run_1/layer_met3.png
Bar = 10 µm.
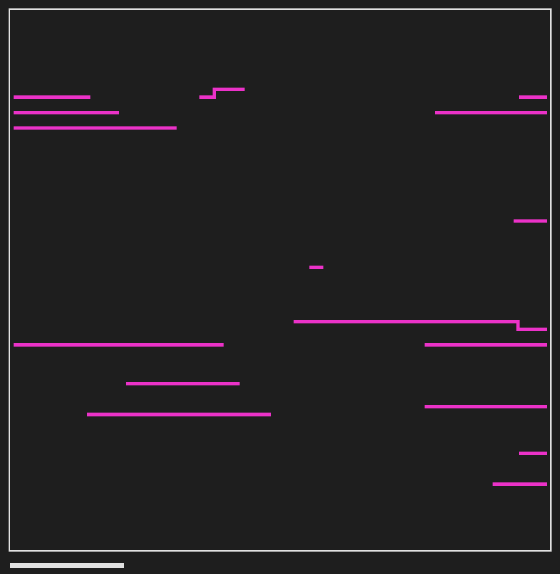
run_1/layer_met1.png
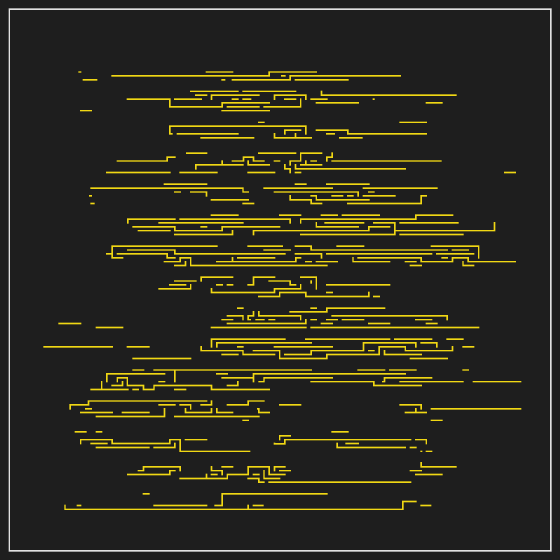
run_1/metal_density.png
Bar = 10 µm. The die is cut into 9 by 9 equal tiles; dark blue is low, red is high, scaled to the fullest tile. Values are wire area over tile area, all layers added.
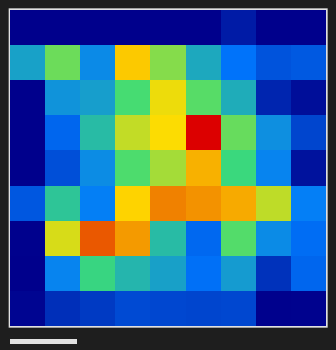
### src/rtl/irrigation_sequencer.sv
// Soak-cycle sequencer for the valve flow level: ramps up on dry soil, holds at full flow,
// ramps down on wet soil, hold expiry or operator stop, and drops to FAULT when the tank is empty.
module irrigation_sequencer #(
  parameter int unsigned MAX_LEVEL  = 7,
  parameter int unsigned HOLD_TICKS = 4
) (
  input  logic       clock,
  input  logic       reset,
  input  logic       tick,
  input  logic       dry,
  input  logic       wet,
  input  logic       tank_ok,
  input  logic       manual_stop,
  output logic [2:0] level,
  output logic       valve_open,
  output logic [2:0] state,
  output logic       alarm
);

  localparam int unsigned LW = 3;
  localparam int unsigned SW = 3;
  localparam int unsigned HW = 4;
  localparam logic [LW-1:0] LMAX  = LW'(MAX_LEVEL);
  localparam logic [HW-1:0] HMAX  = HW'(HOLD_TICKS);
  localparam logic [LW-1:0] LONE  = LW'(1);

  typedef enum logic [SW-1:0] {
    S_IDLE      = 3'd0,
    S_RAMP_UP   = 3'd1,
    S_HOLD      = 3'd2,
    S_RAMP_DOWN = 3'd3,
    S_FAULT     = 3'd4
  } state_t;

  state_t          cur_state, nxt_state;
  logic [LW-1:0]   level_q, level_d, level_inc, level_dec;
  logic [HW-1:0]   hold_q, hold_d, hold_inc;
  logic            valve_q, valve_d;
  logic            alarm_q, alarm_d;
  logic            start_ok;

  // Saturating step values; level never wraps and the hold count sticks at all-ones.
  always_comb begin
    level_inc = (level_q >= LMAX) ? LMAX : level_q + LONE;
    level_dec = (level_q == '0) ? '0 : level_q - LONE;
    hold_inc  = (hold_q == '1) ? hold_q : hold_q + HW'(1);
    start_ok  = tick && dry && !wet && tank_ok && !manual_stop;
  end

  // State register.
  always_ff @(posedge clock) begin
    if (reset) begin
      cur_state <= S_IDLE;
      level_q   <= '0;
      hold_q    <= '0;
      valve_q   <= 1'b0;
      alarm_q   <= 1'b0;
    end else begin
      cur_state <= nxt_state;
      level_q   <= level_d;
      hold_q    <= hold_d;
      valve_q   <= valve_d;
      alarm_q   <= alarm_d;
    end
  end

  // Next-state logic; tank fault outranks manual stop, which outranks the sensors.
  always_comb begin
    nxt_state = cur_state;
    level_d   = level_q;
    hold_d    = hold_q;
    case (cur_state)
      S_IDLE: begin
        level_d = '0;
        if (start_ok) begin
          level_d   = LONE;
          hold_d    = '0;
          nxt_state = (LONE >= LMAX) ? S_HOLD : S_RAMP_UP;
        end
      end
      S_RAMP_UP: begin
        if (!tank_ok) begin
          nxt_state = S_FAULT;
          level_d   = '0;
        end else if (manual_stop) begin
          nxt_state = S_RAMP_DOWN;
        end else if (tick) begin
          if (wet) begin
            nxt_state = S_RAMP_DOWN;
          end else begin
            level_d = level_inc;
            if (level_inc == LMAX) begin
              nxt_state = S_HOLD;
              hold_d    = '0;
            end
          end
        end
      end
      S_HOLD: begin
        if (!tank_ok) begin
          nxt_state = S_FAULT;
          level_d   = '0;
        end else if (manual_stop) begin
          nxt_state = S_RAMP_DOWN;
        end else if (tick) begin
          hold_d = hold_inc;
          if (wet || (hold_inc >= HMAX)) begin
            nxt_state = S_RAMP_DOWN;
          end
        end
      end
      S_RAMP_DOWN: begin
        if (!tank_ok) begin
          nxt_state = S_FAULT;
          level_d   = '0;
        end else if (tick) begin
          level_d = level_dec;
          if (level_dec == '0) begin
            nxt_state = S_IDLE;
          end
        end
      end
      S_FAULT: begin
        level_d = '0;
        if (tick && tank_ok && !manual_stop) begin
          nxt_state = S_IDLE;
        end
      end
      default: begin
        nxt_state = S_IDLE;
        level_d   = '0;
        hold_d    = '0;
      end
    endcase
  end

  // Output decode from next state/level so valve_open and alarm are registered alongside them.
  always_comb begin
    valve_d = 1'b0;
    alarm_d = 1'b0;
    if (level_d != '0) valve_d = 1'b1;
    if (nxt_state == S_FAULT) alarm_d = 1'b1;
  end

  assign level      = level_q;
  assign valve_open = valve_q;
  assign state      = cur_state;
  assign alarm      = alarm_q;

endmodule

### config.mk
export PLATFORM = sky130hd
export DESIGN_NAME = irrigation_sequencer
export DESIGN_NICKNAME = d
export VERILOG_FILES = /design/src/rtl/irrigation_sequencer.sv
export SDC_FILE = /design/constraint.sdc
export NUM_CORES = 1
export LEC_CHECK = 0
export CAP_MARGIN = 20
export CORE_MARGIN = 2
export CORE_UTILIZATION = 50
export DETAILED_ROUTE_END_ITERATION = 12
export DONT_BUFFER_PORTS = 1
export SYNTH_ARGS = -nofsm -noshare
export SYNTH_HDL_FRONTEND = slang
export SYNTH_SLANG_ARGS = --single-unit
### constraint.sdc
create_clock -name clock -period 3.6 [get_ports clock]
set_input_delay 0.54 -clock clock [delete_from_list [all_inputs] [get_ports clock]]
set_output_delay 0.54 -clock clock [all_outputs]
set_load 0.005 [all_outputs]
==> qor.yml, run 1 <==
cells_and_area:
  largest_class: "logic gates"
  final_common_cell: "dfxtp_1"
  fin_nets: 123
  flops: 12
  stdcell_count: 133
  syn_to_final_growth_pct: 1.59
  diodes: 0
  largest_register_ff_count: 4
  inverters_excl_clock: 6
  comb_area_um2: 642
  bufAreaShareNonClock_pct: 0
  drive_above_1_share_pct: 10.2
  area_share_clock_buf_inv_pct: 2.35
yosys:
  ys_area_um2: 943
  aoi_share_pct: 28.2
  avgSynthCellArea_um2: 8.50
  yosys.area_share.simple_pct: 28.6
  post-synth-top-area-cell: "dfxtp_1"
  synth_flops: 12
  ys_cells: 111
  synth_cell_types: 47
  adder_share_pct: 7.96
clocking:
  htree_num_levels: 1
  numCtsBuffers: 3
  clk_pin_slew_ns: 0.08
  ctsHoldBuffers: 0
  ctsResizeCount: 0
  clock-sinks: 12
power:
  largestPowerGroup: "sequential cells"
  pg_comb_w: 0.0000119
  clk-power_w: 0.0000807
  p_sw_w: 0.0000497
  switching_share_pct: 21.9
  power_per_cell_area_mw_per_mm2: 237
worst_setup_path:
  r2r_end: "valve_open"
  crit_arrival_ns: 2.17
  rr_startpoint: "level[0]"
  path_max_fanout: 9
  critPathKind: "flop to flop"
  rrSetupSlack_ns: 1.57
  critPathCapture: "valve_open"
place:
  dp_cells: 130
  pre_cts_ws_ns: 1.58
  dp_hpwl_um: 1590
  place_congestion: 0.886
global_routing:
  grt_overflow: 0
  grt_max_degree: 15
final_timing:
  setup_viol: 0
  worst_slack_ns: 1.57
  period_used_pct: 56.3
floorplan:
  row_count: 15
  ios: 15
flow_run:
  maxCapViolations: 0
  tool_warnings: 30
route:
  drt-met1-wl_um: 1050
  remaining_drc_errors: 0
  wl_met3_um: 143
  ant_nets: 0
run_status:
  status: "finished clean"
-- layer_met3.png (at the start) --
main direction: horizontal
nets with wire on the layer: 14
wire length on this layer: 143 µm
share of all routed wire: 7.0%
routed wire length: 2060 µm
GR Util met3: 7.17%
routed vias: 818

-- layer_met1.png (at the start) --
wire length on this layer: 1050 µm
longest straight run: 29.7 µm
share of all routed wire: 51%
main direction: horizontal
met1 usage: 30.7%

-- metal_density.png (at the start) --
tiles over half the peak: 27%
densest ninth of the die: middle
emptiest ninth of the die: top right
fullest tile: 0.46
nearly empty tiles: 20%
GRT Util Overall: 20.8%
Wirelength per Cell: 15.5 µm

run_1/placement_by_type.png
Fill, decap, tap and diode cells in grey.
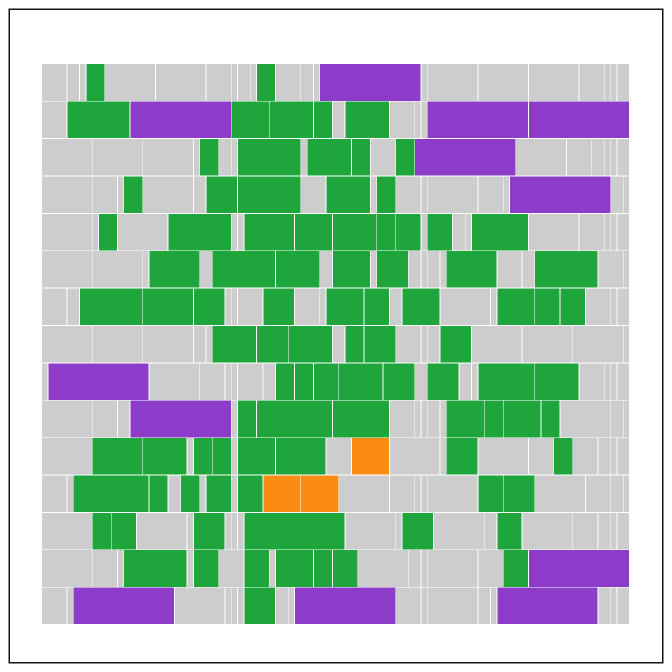

==> run 2: changes to the inputs <==
clock period = 2.1 ns   (was 3.6 ns; I/O delays follow)
run_2/placement_by_type.png
Fill, decap, tap and diode cells in grey.
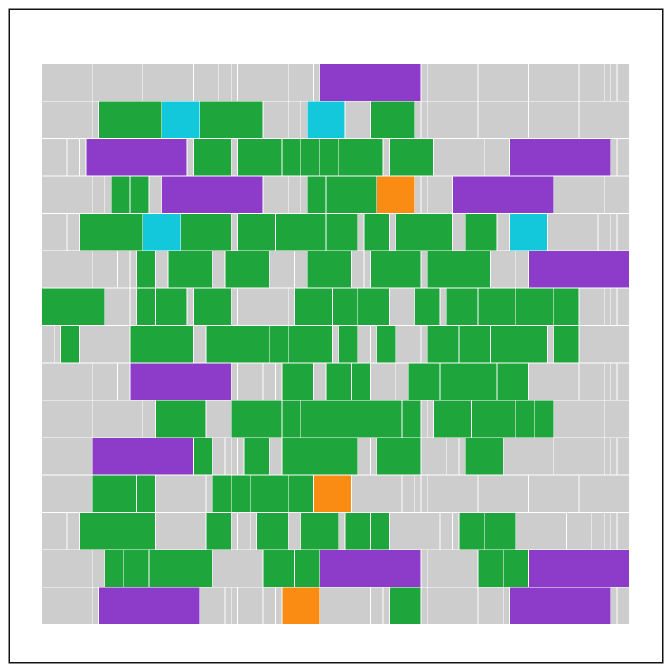
[orange] clock drivers | cells: 3 | share of their area: 2.4%
[green] combinational and other logic | cells: 93 | share of their area: 69%
[cyan] other buffers and delay cells | cells: 4 | share of their area: 3.1%
[purple] flops | cells: 12 | share of their area: 25%
flop share of the area: 24.3%
num rows: 15
final core occ: 56.6%
fin area: 988 µm²
Core Region: 0.00175 mm²

==> run 2 against run 1 <==
  * Design area increased by 3.1%
  * Clock power is 77% higher
  * Largest cell class unchanged
  * Sequential power rose by about 70%
  * Critical path depth unchanged
  * Critical endpoint unchanged
  * Synthesized area unchanged
  * Maximum frequency grew 7.6%
  * First-iteration DRC count rose by 47%
  * Count of clock-buffer cells in the layout did not move
  * Utilization rose by 1.7 points
  * Total power rose by 74%
  * Non-clock buffer count rose by 4
  * Global-route usage grew 2.0 points
==> qor.yml, run 2 <==
run_status:
  status: "finished clean"
route:
  drt-initial-drc-count: 25
  routedWlPerCell_um: 15.5
  drt-met1-wl_um: 1060
  wl_um: 2120
  met2WireLength_um: 828
  drt-pass1-iter-count: 4
flow_run:
  maxCapViolations: 0
  tool_warnings: 30
power:
  power_per_cell_area_mw_per_mm2: 399
  clk-power_w: 0.000143
  p_sw_w: 0.0000895
  largestPowerGroup: "sequential cells"
  switching_share_pct: 22.7
global_routing:
  grt_overflow: 0
  use_met3_pct: 5.66
  gr-usage-met1_pct: 34.7
  grt_max_degree: 15
clocking:
  ctsResizeCount: 0
  clock-sinks: 12
  numCtsBuffers: 3
  clk_pin_slew_ns: 0.07
  htree_num_levels: 1
  ctsHoldBuffers: 0
cells_and_area:
  fin_nets: 127
  largest_register_ff_count: 4
  bufAreaShareNonClock_pct: 3.04
  diodes: 0
  comb_area_um2: 642
  final_common_cell: "dfxtp_1"
  flops: 12
  largest_class: "logic gates"
  inverters_excl_clock: 6
  syn_to_final_growth_pct: 4.77
worst_setup_path:
  rr_startpoint: "level[0]"
  critPathKind: "flop to flop"
  rrSetupSlack_ns: 0.22
  crit_arrival_ns: 2.04
  required_ns: 2.26
  r2r_end: "valve_open"
  path_max_fanout: 4
  critPathCapture: "valve_open"
final_timing:
  worst_slack_ns: 0.218
  setup_viol: 0
yosys:
  synth_flops: 12
  aoi_share_pct: 28.2
  avgSynthCellArea_um2: 8.50
  synth_cell_types: 47
  yosys.area_share.simple_pct: 28.6
  post-synth-top-area-cell: "dfxtp_1"
  ys_area_um2: 943
  adder_share_pct: 7.96
  ys_cells: 111
place:
  pre_cts_ws_ns: 0.234
  dp_hpwl_um: 1580
  dp_cells: 134
floorplan:
  ios: 15
Power is estimated from default activity; no workload was simulated.
